File: config.mk
export PLATFORM = sky130hd
export DESIGN_NAME = source_inlet_dispenser
export DESIGN_NICKNAME = d
export VERILOG_FILES = /design/src/rtl/source_inlet_pkg.sv /design/src/rtl/peristaltic_phase_seq.sv /design/src/rtl/source_inlet_dispenser.sv
export SDC_FILE = /design/constraint.sdc
export NUM_CORES = 1
export LEC_CHECK = 0
export CORE_UTILIZATION = 43
export CTS_CLUSTER_DIAMETER = 40
export CTS_CLUSTER_SIZE = 14
export DETAILED_ROUTE_END_ITERATION = 8
export PLACE_DENSITY = 0.67
export REMOVE_ABC_BUFFERS = 1
export SETUP_SLACK_MARGIN = 0.3
export SLEW_MARGIN = 10
export SYNTH_ARGS = -nofsm -noshare
export SYNTH_HDL_FRONTEND = slang
export SYNTH_SLANG_ARGS = --single-unit
File: constraint.sdc
create_clock -name clk -period 2.3 [get_ports clk]
set_input_delay 0.345 -clock clk [delete_from_list [all_inputs] [get_ports clk]]
set_output_delay 0.345 -clock clk [all_outputs]
set_load 0.01 [all_outputs]
File: src/rtl/source_inlet_pkg.sv
// Shared definitions for the source inlet dispenser: controller state
// encoding, the peristaltic closed-mask pattern and the sealed mask.
package source_inlet_pkg;

    typedef enum logic [2:0] {
        ST_IDLE,
        ST_PRIME,
        ST_PUMP,
        ST_SETTLE,
        ST_DONE
    } state_e;

    localparam int NUM_PHASES = 6;

    // Bit set = valve closed.
    localparam logic [2:0] SEALED_MASK = 3'b111;

    // Closed-mask per pump phase; one stroke walks all six entries.
    localparam logic [2:0] PHASE_MASK [NUM_PHASES] = '{
        3'b100, 3'b110, 3'b010, 3'b011, 3'b001, 3'b101
    };

    // Phase index to mask; out-of-range indices fall back to sealed.
    function automatic logic [2:0] phase_mask(input logic [2:0] idx);
        case (idx)
            3'd0:    return PHASE_MASK[0];
            3'd1:    return PHASE_MASK[1];
            3'd2:    return PHASE_MASK[2];
            3'd3:    return PHASE_MASK[3];
            3'd4:    return PHASE_MASK[4];
            3'd5:    return PHASE_MASK[5];
            default: return SEALED_MASK;
        endcase
    endfunction

endpackage

File: src/rtl/peristaltic_phase_seq.sv
// Peristaltic phase sequencer: walks the six-phase closed-mask ring, holding
// each phase for phase_len cycles (0 behaves as 1).
// Ports:
//   clk_i, rst_n_i  : clock, async active-low reset
//   enable_i        : pumping in the coming cycle (drives the registered mask)
//   restart_i       : pumping starts in the coming cycle; begin at phase 0
//   phase_len_i     : dwell per phase in cycles
//   valve_pump_o    : registered closed-mask, sealed when not enabled
//   stroke_tick_o   : current cycle is the last cycle of phase 5
module peristaltic_phase_seq
    import source_inlet_pkg::*;
#(
    parameter int PHASE_W = 12
) (
    input  logic               clk_i,
    input  logic               rst_n_i,
    input  logic               enable_i,
    input  logic               restart_i,
    input  logic [PHASE_W-1:0] phase_len_i,
    output logic [2:0]         valve_pump_o,
    output logic               stroke_tick_o
);

    logic [2:0]         phase_q, phase_d;
    logic [PHASE_W-1:0] timer_q, timer_d;
    logic               run_q, run_d;
    logic [2:0]         mask_q, mask_d;
    logic [PHASE_W-1:0] reload;

    // Down-counter reload; a zero length saturates to a one-cycle dwell.
    assign reload = (phase_len_i == '0) ? '0 : phase_len_i - PHASE_W'(1);

    assign stroke_tick_o = run_q && (timer_q == '0) && (phase_q == 3'd5);
    assign valve_pump_o  = mask_q;

    always_comb begin
        phase_d = phase_q;
        timer_d = timer_q;
        mask_d  = mask_q;
        run_d   = enable_i;
        if (!enable_i) begin
            phase_d = '0;
            timer_d = '0;
            mask_d  = SEALED_MASK;
        end else if (restart_i || !run_q) begin
            phase_d = '0;
            timer_d = reload;
            mask_d  = phase_mask(3'd0);
        end else if (timer_q == '0) begin
            phase_d = (phase_q == 3'd5) ? 3'd0 : phase_q + 3'd1;
            timer_d = reload;
            mask_d  = phase_mask(phase_d);
        end else begin
            timer_d = timer_q - PHASE_W'(1);
        end
    end

    always_ff @(posedge clk_i or negedge rst_n_i) begin
        if (!rst_n_i) begin
            phase_q <= '0;
            timer_q <= '0;
            run_q   <= 1'b0;
            mask_q  <= SEALED_MASK;
        end else begin
            phase_q <= phase_d;
            timer_q <= timer_d;
            run_q   <= run_d;
            mask_q  <= mask_d;
        end
    end

endmodule

File: src/rtl/source_inlet_dispenser.sv
// Source inlet dispenser: accepts a dispense command, primes the inlet, runs
// the peristaltic pump for the commanded strokes, seals and settles, then
// pulses done with status flags.
// Ports:
//   clk, rst_n                 : clock, async active-low reset
//   cmd_valid/cmd_ready        : command handshake (ready only in IDLE)
//   cmd_strokes, cmd_phase_len : stroke count and per-phase dwell
//   abort                      : level; seals and ends the active command
//   valve_inlet, valve_pump    : valve drives (pump mask: 1 = closed)
//   busy, done, aborted, err_zero, strokes_done : status
//
// state  | meaning
// IDLE   | sealed, waiting for a command
// PRIME  | inlet open, pump sealed, PRIME_CYCLES cycles
// PUMP   | inlet open, six-phase pattern per stroke
// SETTLE | all sealed, SETTLE_CYCLES cycles
// DONE   | one-cycle completion pulse with flags
module source_inlet_dispenser
    import source_inlet_pkg::*;
#(
    parameter int STROKE_W      = 16,
    parameter int PHASE_W       = 12,
    parameter int PRIME_CYCLES  = 64,
    parameter int SETTLE_CYCLES = 32
) (
    input  logic                clk,
    input  logic                rst_n,
    input  logic                cmd_valid,
    output logic                cmd_ready,
    input  logic [STROKE_W-1:0] cmd_strokes,
    input  logic [PHASE_W-1:0]  cmd_phase_len,
    input  logic                abort,
    output logic                valve_inlet,
    output logic [2:0]          valve_pump,
    output logic                busy,
    output logic                done,
    output logic                aborted,
    output logic                err_zero,
    output logic [STROKE_W-1:0] strokes_done
);

    localparam int TMR_MAX = (PRIME_CYCLES > SETTLE_CYCLES) ? PRIME_CYCLES : SETTLE_CYCLES;
    localparam int TMR_W   = $clog2(TMR_MAX + 1);
    localparam logic [TMR_W-1:0] PRIME_LOAD  = TMR_W'(PRIME_CYCLES - 1);
    localparam logic [TMR_W-1:0] SETTLE_LOAD = TMR_W'(SETTLE_CYCLES - 1);

    state_e              state_q, state_d;
    logic [TMR_W-1:0]    tmr_q, tmr_d;
    logic [STROKE_W-1:0] strokes_q, strokes_d;
    logic [PHASE_W-1:0]  len_q, len_d;
    logic [STROKE_W-1:0] sd_q, sd_d;
    logic                abort_seen_q, abort_seen_d;
    logic                zero_q, zero_d;
    logic                ready_q, busy_q, done_q, aborted_q, err_zero_q, inlet_q;
    logic                ready_d, busy_d, done_d, aborted_d, err_zero_d, inlet_d;

    logic                accept;
    logic                stroke_tick;
    logic                seq_enable;
    logic                seq_restart;
    logic [STROKE_W-1:0] sd_inc;

    assign accept = cmd_valid && ready_q;
    assign sd_inc = sd_q + STROKE_W'(1);

    always_comb begin
        state_d      = state_q;
        tmr_d        = tmr_q;
        strokes_d    = strokes_q;
        len_d        = len_q;
        sd_d         = sd_q;
        abort_seen_d = abort_seen_q;
        zero_d       = zero_q;
        case (state_q)
            ST_IDLE: begin
                if (accept) begin
                    strokes_d    = cmd_strokes;
                    len_d        = cmd_phase_len;
                    sd_d         = '0;
                    abort_seen_d = 1'b0;
                    zero_d       = (cmd_strokes == '0);
                    if (cmd_strokes == '0) begin
                        state_d = ST_DONE;
                    end else begin
                        state_d = ST_PRIME;
                        tmr_d   = PRIME_LOAD;
                    end
                end
            end
            ST_PRIME: begin
                if (abort) begin
                    state_d      = ST_SETTLE;
                    tmr_d        = SETTLE_LOAD;
                    abort_seen_d = 1'b1;
                end else if (tmr_q == '0) begin
                    state_d = ST_PUMP;
                end else begin
                    tmr_d = tmr_q - TMR_W'(1);
                end
            end
            ST_PUMP: begin
                // Abort outranks a stroke completing on the same edge, so the
                // count freezes at the strokes finished before the abort.
                if (abort) begin
                    state_d      = ST_SETTLE;
                    tmr_d        = SETTLE_LOAD;
                    abort_seen_d = 1'b1;
                end else if (stroke_tick) begin
                    sd_d = sd_inc;
                    if (sd_inc == strokes_q) begin
                        state_d = ST_SETTLE;
                        tmr_d   = SETTLE_LOAD;
                    end
                end
            end
            ST_SETTLE: begin
                // Abort here only marks the outcome; the settle runs its course.
                if (abort) begin
                    abort_seen_d = 1'b1;
                end
                if (tmr_q == '0) begin
                    state_d = ST_DONE;
                end else begin
                    tmr_d = tmr_q - TMR_W'(1);
                end
            end
            ST_DONE: begin
                state_d = ST_IDLE;
            end
            default: begin
                state_d = ST_IDLE;
            end
        endcase
    end

    // Outputs are registered from the next state so they change on the edge
    // that enters each state.
    always_comb begin
        ready_d    = (state_d == ST_IDLE);
        busy_d     = (state_d != ST_IDLE);
        done_d     = (state_d == ST_DONE);
        aborted_d  = done_d && abort_seen_d;
        err_zero_d = done_d && zero_d;
        inlet_d    = (state_d == ST_PRIME) || (state_d == ST_PUMP);
    end

    assign seq_enable  = (state_d == ST_PUMP);
    assign seq_restart = (state_d == ST_PUMP) && (state_q != ST_PUMP);

    peristaltic_phase_seq #(
        .PHASE_W (PHASE_W)
    ) u_phase_seq (
        .clk_i         (clk),
        .rst_n_i       (rst_n),
        .enable_i      (seq_enable),
        .restart_i     (seq_restart),
        .phase_len_i   (len_q),
        .valve_pump_o  (valve_pump),
        .stroke_tick_o (stroke_tick)
    );

    always_ff @(posedge clk or negedge rst_n) begin
        if (!rst_n) begin
            state_q      <= ST_IDLE;
            tmr_q        <= '0;
            strokes_q    <= '0;
            len_q        <= '0;
            sd_q         <= '0;
            abort_seen_q <= 1'b0;
            zero_q       <= 1'b0;
            ready_q      <= 1'b1;
            busy_q       <= 1'b0;
            done_q       <= 1'b0;
            aborted_q    <= 1'b0;
            err_zero_q   <= 1'b0;
            inlet_q      <= 1'b0;
        end else begin
            state_q      <= state_d;
            tmr_q        <= tmr_d;
            strokes_q    <= strokes_d;
            len_q        <= len_d;
            sd_q         <= sd_d;
            abort_seen_q <= abort_seen_d;
            zero_q       <= zero_d;
            ready_q      <= ready_d;
            busy_q       <= busy_d;
            done_q       <= done_d;
            aborted_q    <= aborted_d;
            err_zero_q   <= err_zero_d;
            inlet_q      <= inlet_d;
        end
    end

    assign cmd_ready    = ready_q;
    assign busy         = busy_q;
    assign done         = done_q;
    assign aborted      = aborted_q;
    assign err_zero     = err_zero_q;
    assign valve_inlet  = inlet_q;
    assign strokes_done = sd_q;

endmodule

==> impl_metrics.py, run 1 <==
# Synthesis and PnR figures
metrics = {
    "global_route": {
        "grtUsageMet3_pct": 3.066,
        "grtUsageMet2_pct": 42.95,
        "grt_pass1_vias": 4647,
        "grt_overflow": 0,
        "gr-usage-met1_pct": 34.92,
        "track_usage_pct": 25.99,
        "grt_pass1_wl_mm": 22.96,
        "antenna_found_initial": 0,
    },
    "power_and_ir_drop": {
        "powerComb_mw": 1.46,
        "leakagePower_nw": 3.088,
        "top_power_group": "registers",
        "powerSeq_mw": 1.62,
        "netSwitchingFraction_pct": 33.36,
        "p_clk_share_pct": 25.8,
        "vdd_drop_max_v": 0.0004565,
        "p_comb_share_pct": 35.2,
        "powerDensity_mw_per_mm2": 609.4,
        "switchingPower_mw": 1.384,
        "p_int_mw": 2.766,
        "finalPower_mw": 4.150,
        "p_seq_share_pct": 39.0,
        "pg_clk_mw": 1.07,
    },
    "routing": {
        "drt_wl_total_mm": 13.87,
        "drt-met1-wl_mm": 6.277,
        "route.vias.total": 4567,
        "drtIter0Drc": 253,
        "routedWlPerCell_microns": 16.49,
        "first_pass_iters": 6,
        "met2_length_mm": 6.729,
        "wl_met3_microns": 613,
    },
    "finish": {
        "mostFrequentLayoutCells": "buf_4, nand2_1, dfrtp_1",
        "sh_comb_area_pct": 41.01,
        "layout-drive-gt1-share_pct": 29.65,
        "seq_area_sq_mm": 0.002038,
        "inv_count": 17,
        "fin_area_sq_mm": 0.006810,
        "final_core_util_pct": 65.38,
        "comb_cells": 415,
        "dominant_cells": "combinational gates",
        "num-fill-cells": 849,
        "nClkBuffers": 12,
        "logic_area_sq_mm": 0.002793,
        "syn2layout_area_growth_pct": 45.85,
        "diodes": 0,
        "nNetsFinal": 738,
        "buffers": 176,
    },
    "final_timing": {
        "min_period_ps": 2611,
        "hold_violations": 0,
        "slew_headroom_pct": 61.47,
        "setup_viol": 28,
        "fin_skew_ps": 12.85,
        "fmax_mhz": 383.0,
        "layout_setup_ws_ps": -310.8,
        "setup_tns_ps": -6192,
        "rsz0062_at_grt": "yes",
        "drv_slew": 0,
        "whs_ps": 310.1,
    },
    "clocking": {
        "post_cts_buffers": 6,
        "htreeDepth": 3,
        "clock_latency_ps": 360,
        "clk_pin_slew_ps": 80,
        "postCtsHoldBufs": 1,
        "cts_buffer_depth": 2,
        "cts_made_buffers": 9,
        "postCtsResizedCells": 75,
        "cts_tree": "built",
    },
    "logic_synthesis": {
        "edf_count": 0,
        "synthAdderAreaFrac_pct": 1.608,
        "mux_share_pct": 1.099,
        "ys_cells": 535,
        "area_leaders": "dfrtp_1, nand2_1, xnor2_1, nor2_1, o21ai_0",
        "yosys_area_sq_mm": 0.004669,
        "async_reset_ff_share_pct": 100.0,
        "synth-seq-area-share_pct": 43.52,
        "ys_types": 69,
        "syn_inst": 535,
        "topCombFamilyByArea": "simple AND/OR/NAND/NOR gates",
        "synth_top_cell_by_count": "nand2_1",
        "ff_type": "dfrtp_1",
        "synthSimpleGateAreaFrac_pct": 26.29,
        "common_cells": "nand2_1, dfrtp_1, nor2_1, o21ai_0, xnor2_1",
        "largest_area_cell": "dfrtp_1",
        "yosysWarnings": 0,
        "synth_top_area_share_pct": 41.26,
        "xor_area_share_pct": 8.253,
    },
    "placement": {
        "placed_cells": 809,
        "place_congestion": 0.9420,
        "hpwlAfterDp_mm": 9.978,
        "pre_cts_slack_ps": -418.4,
        "port_buffers": 56,
    },
    "worst_setup_path": {
        "arrival_ps": 2840,
        "start_kind": "flip-flop",
        "crit_path_end_kind": "flip-flop",
        "worstPathRequired_ps": 2530,
        "worst-r2r-setup-slack_ps": -310,
        "cpPeakStageDelay_ps": 430,
        "ff2ff_path_depth": 11,
        "cpMaxStageDelayCell": "dfrtp_1",
        "reg2reg_from": "strokes_done[0]$_DFFE_PN0P_",
        "cp_top_family": "simple AND/OR/NAND/NOR gates",
        "cpMostUsedCell": "buf_4",
        "crit_chain": "buf_6, nand4_1, buf_4, buf_4, nor2_1, a211o_1, a2111o_1, or3_4, buf_8, nor4b_4, o22ai_1",
        "worstSetupPathType": "flip-flop to flip-flop",
        "r2r-end": "tmr_q[5]$_DFFE_PN0P_",
        "critPathLaunch": "strokes_done[0]$_DFFE_PN0P_",
        "crit_fanout": 5,
    },
    "job": {
        "warning_count": 29,
        "cap_violations": 0,
    },
    "die": {
        "ioPinCount": 57,
        "die_w_microns": 106.2,
        "taps": 136,
        "dieArea_sq_mm": 0.01128,
        "initial_core_util_pct": 44.83,
    },
    "min_path": {
        "hold_path_end": "strokes_q[15]$_DFFE_PN0P_",
        "hp-class": "primary input to flip-flop",
        "holdPathStages": 3,
    },
    "outcome": {
        "violations": "setup timing",
        "status": "finished, violations left",
    },
}
==> run_1/clock_map.png <==
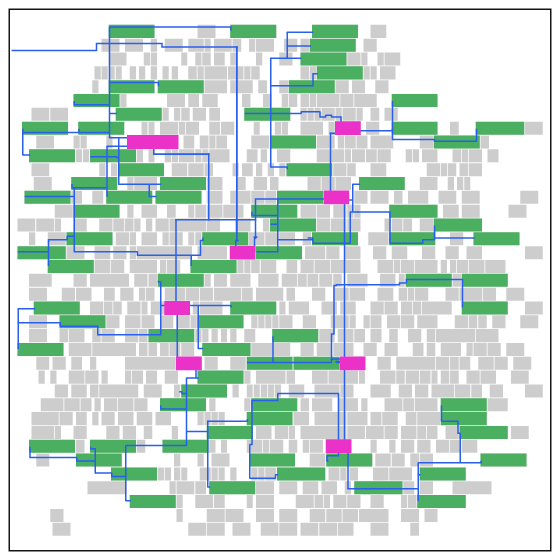
legend:
  blue:
    item: clock wires
    length: 1070 microns
  magenta:
    item: cells driving clock nets
    count: 9
  green:
    item: flip-flops
    count: 81
routed clock nets: 10
flops lie: spread over the die

==> run_1/final_placement.png <==
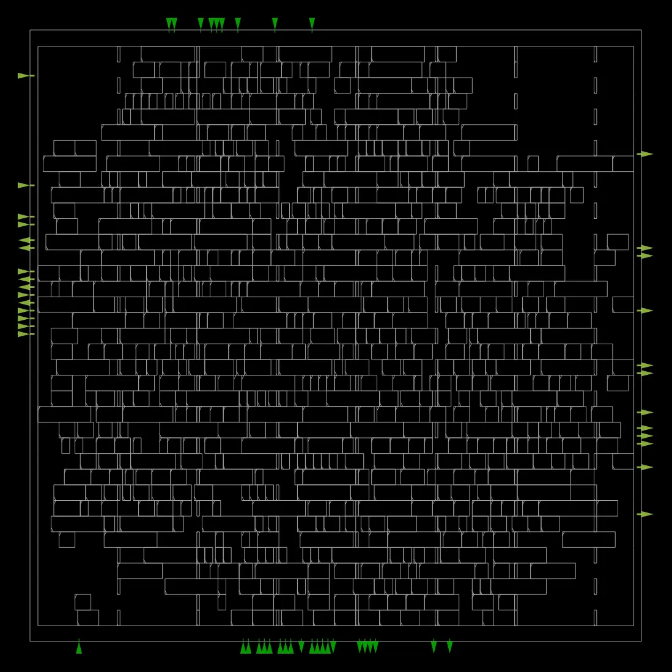
FFs & Latches: 81
core box area: 0.01042 sq mm
Final Non-Filler Cells: 841
# rows: 37
sequential fraction of total cell area: 29.93%

==> run_1/met4.png <==
Bar = 20 microns. Supply wires on this layer in grey.
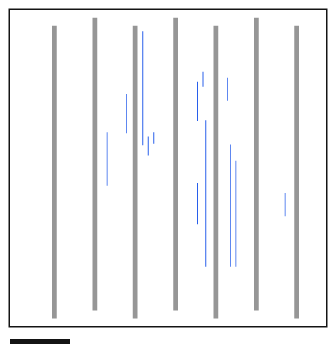
main direction: vertical
wire length on this layer: 250 microns
share of all routed wire: 1.8%
nets with wire on the layer: 9
longest straight run: 49.0 microns

==> run 2, diff against run 1 <==
CTS_CLUSTER_DIAMETER = 100   (was 40)
==> impl_metrics.py, run 2 <==
# Synthesis and PnR figures
metrics = {
    "power_and_ir_drop": {
        "p_int_mw": 2.766,
        "vdd_drop_max_v": 0.0004565,
        "powerDensity_mw_per_mm2": 609.4,
        "powerSeq_mw": 1.62,
        "top_power_group": "registers",
        "p_clk_share_pct": 25.8,
        "leakagePower_nw": 3.088,
        "pg_clk_mw": 1.07,
        "powerComb_mw": 1.46,
        "p_comb_share_pct": 35.2,
        "p_seq_share_pct": 39.0,
        "finalPower_mw": 4.150,
        "netSwitchingFraction_pct": 33.36,
    },
    "global_route": {
        "grt_pass1_wl_mm": 22.96,
        "grt_overflow": 0,
        "grtUsageMet2_pct": 42.95,
        "busiest_layer": "met2",
        "grt_pass1_vias": 4647,
        "grtUsageMet3_pct": 3.066,
        "antenna_found_initial": 0,
        "gr-usage-met1_pct": 34.92,
        "track_usage_pct": 25.99,
    },
    "routing": {
        "drtIter0Drc": 253,
        "drt_wl_total_mm": 13.87,
        "first_pass_iters": 6,
        "wl_met3_microns": 613,
        "route.vias.total": 4567,
        "routedWlPerCell_microns": 16.49,
        "drt-met1-wl_mm": 6.277,
        "ant_nets": 0,
    },
    "die": {
        "dieArea_sq_mm": 0.01128,
        "ioPinCount": 57,
        "row_count": 37,
        "core_sq_mm": 0.01042,
        "initial_core_util_pct": 44.83,
        "taps": 136,
        "die_w_microns": 106.2,
    },
    "logic_synthesis": {
        "ff_type": "dfrtp_1",
        "synth-seq-area-share_pct": 43.52,
        "ys_cells": 535,
        "synthSimpleGateAreaFrac_pct": 26.29,
        "syn_inst": 535,
        "xor_area_share_pct": 8.253,
        "synthAdderAreaFrac_pct": 1.608,
        "synth_top_area_share_pct": 41.26,
        "async_reset_ff_share_pct": 100.0,
        "avgSynthCellArea_sq_um": 8.728,
        "topCombFamilyByArea": "simple AND/OR/NAND/NOR gates",
        "yosys_area_sq_mm": 0.004669,
        "mux_share_pct": 1.099,
        "yosysWarnings": 0,
        "common_cells": "nand2_1, dfrtp_1, nor2_1, o21ai_0, xnor2_1",
        "ys_types": 69,
        "area_leaders": "dfrtp_1, nand2_1, xnor2_1, nor2_1, o21ai_0",
        "largest_area_cell": "dfrtp_1",
    },
    "finish": {
        "layout-drive-gt1-share_pct": 29.65,
        "seq_area_sq_mm": 0.002038,
        "flop-count": 81,
        "inv_count": 17,
        "seq_area_share_pct": 29.93,
        "layout_top_cell": "buf_4",
        "dominant_cells": "combinational gates",
        "nNetsFinal": 738,
        "num-fill-cells": 849,
        "mostFrequentLayoutCells": "buf_4, nand2_1, dfrtp_1",
        "nClkBuffers": 12,
        "final_core_util_pct": 65.38,
        "syn2layout_area_growth_pct": 45.85,
        "fin_area_sq_mm": 0.006810,
        "logic_area_sq_mm": 0.002793,
        "comb_cells": 415,
        "buffers": 176,
        "diodes": 0,
    },
    "worst_setup_path": {
        "start_kind": "flip-flop",
        "worstSetupPathType": "flip-flop to flip-flop",
        "worstPathRequired_ps": 2530,
        "cpPeakStageDelay_ps": 430,
        "crit_path_end_kind": "flip-flop",
        "ff2ff_path_depth": 11,
        "reg2reg_from": "strokes_done[0]$_DFFE_PN0P_",
        "critPathLaunch": "strokes_done[0]$_DFFE_PN0P_",
        "worst-r2r-setup-slack_ps": -310,
        "cpMostUsedCell": "buf_4",
        "cpMaxStageDelayCell": "dfrtp_1",
        "arrival_ps": 2840,
        "cp_top_family": "simple AND/OR/NAND/NOR gates",
        "crit_fanout": 5,
        "r2r-end": "tmr_q[5]$_DFFE_PN0P_",
    },
    "final_timing": {
        "setup_viol": 28,
        "setup_tns_ps": -6192,
        "fin_skew_ps": 12.85,
        "whs_ps": 310.1,
        "hold_violations": 0,
        "min_period_ps": 2611,
        "slew_headroom_pct": 61.47,
        "drv_slew": 0,
        "rsz0062_at_grt": "yes",
        "layout_setup_ws_ps": -310.8,
    },
    "clocking": {
        "cts_buffer_depth": 2,
        "cts_made_buffers": 9,
        "post_cts_buffers": 6,
        "htreeDepth": 3,
        "postCtsHoldBufs": 1,
        "postCtsResizedCells": 75,
        "clock_latency_ps": 360,
    },
    "placement": {
        "placed_cells": 809,
        "place_congestion": 0.9420,
        "port_buffers": 56,
        "hpwlAfterDp_mm": 9.978,
    },
    "min_path": {
        "hold_path_end": "strokes_q[15]$_DFFE_PN0P_",
        "hp-class": "primary input to flip-flop",
        "holdPathStages": 3,
    },
    "job": {
        "warning_count": 29,
        "cap_violations": 0,
    },
    "outcome": {
        "status": "finished, violations left",
        "violations": "setup timing",
    },
}
==> run_2/clock_map.png <==
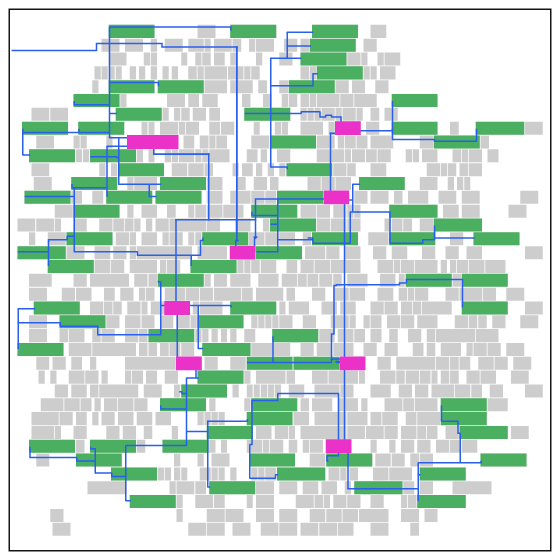
legend:
  magenta:
    item: cells driving clock nets
    count: 9
  green:
    item: flip-flops
    count: 81
  blue:
    item: clock wires
    length: 1070 microns
flops lie: spread over the die
routed clock nets: 10

==> run_2/wire_density.png <==
Bar = 20 microns. 21 x 21 tiles, from dark purple (low) to yellow (high), scaled to the fullest tile. Values are wire area over tile area, all layers added.
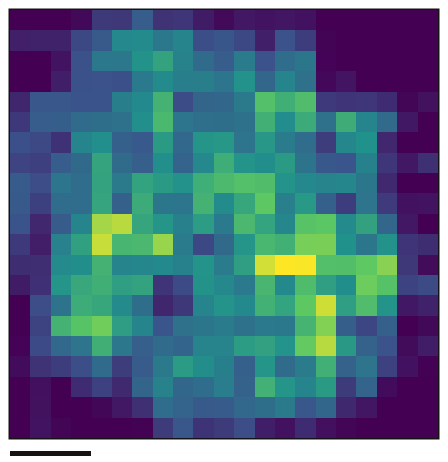
mean over tiles: 0.19
emptiest ninth of the die: north-east
densest ninth of the die: centre
fullest tile: 0.59
nearly empty tiles: 14%
tiles over half the peak: 24%

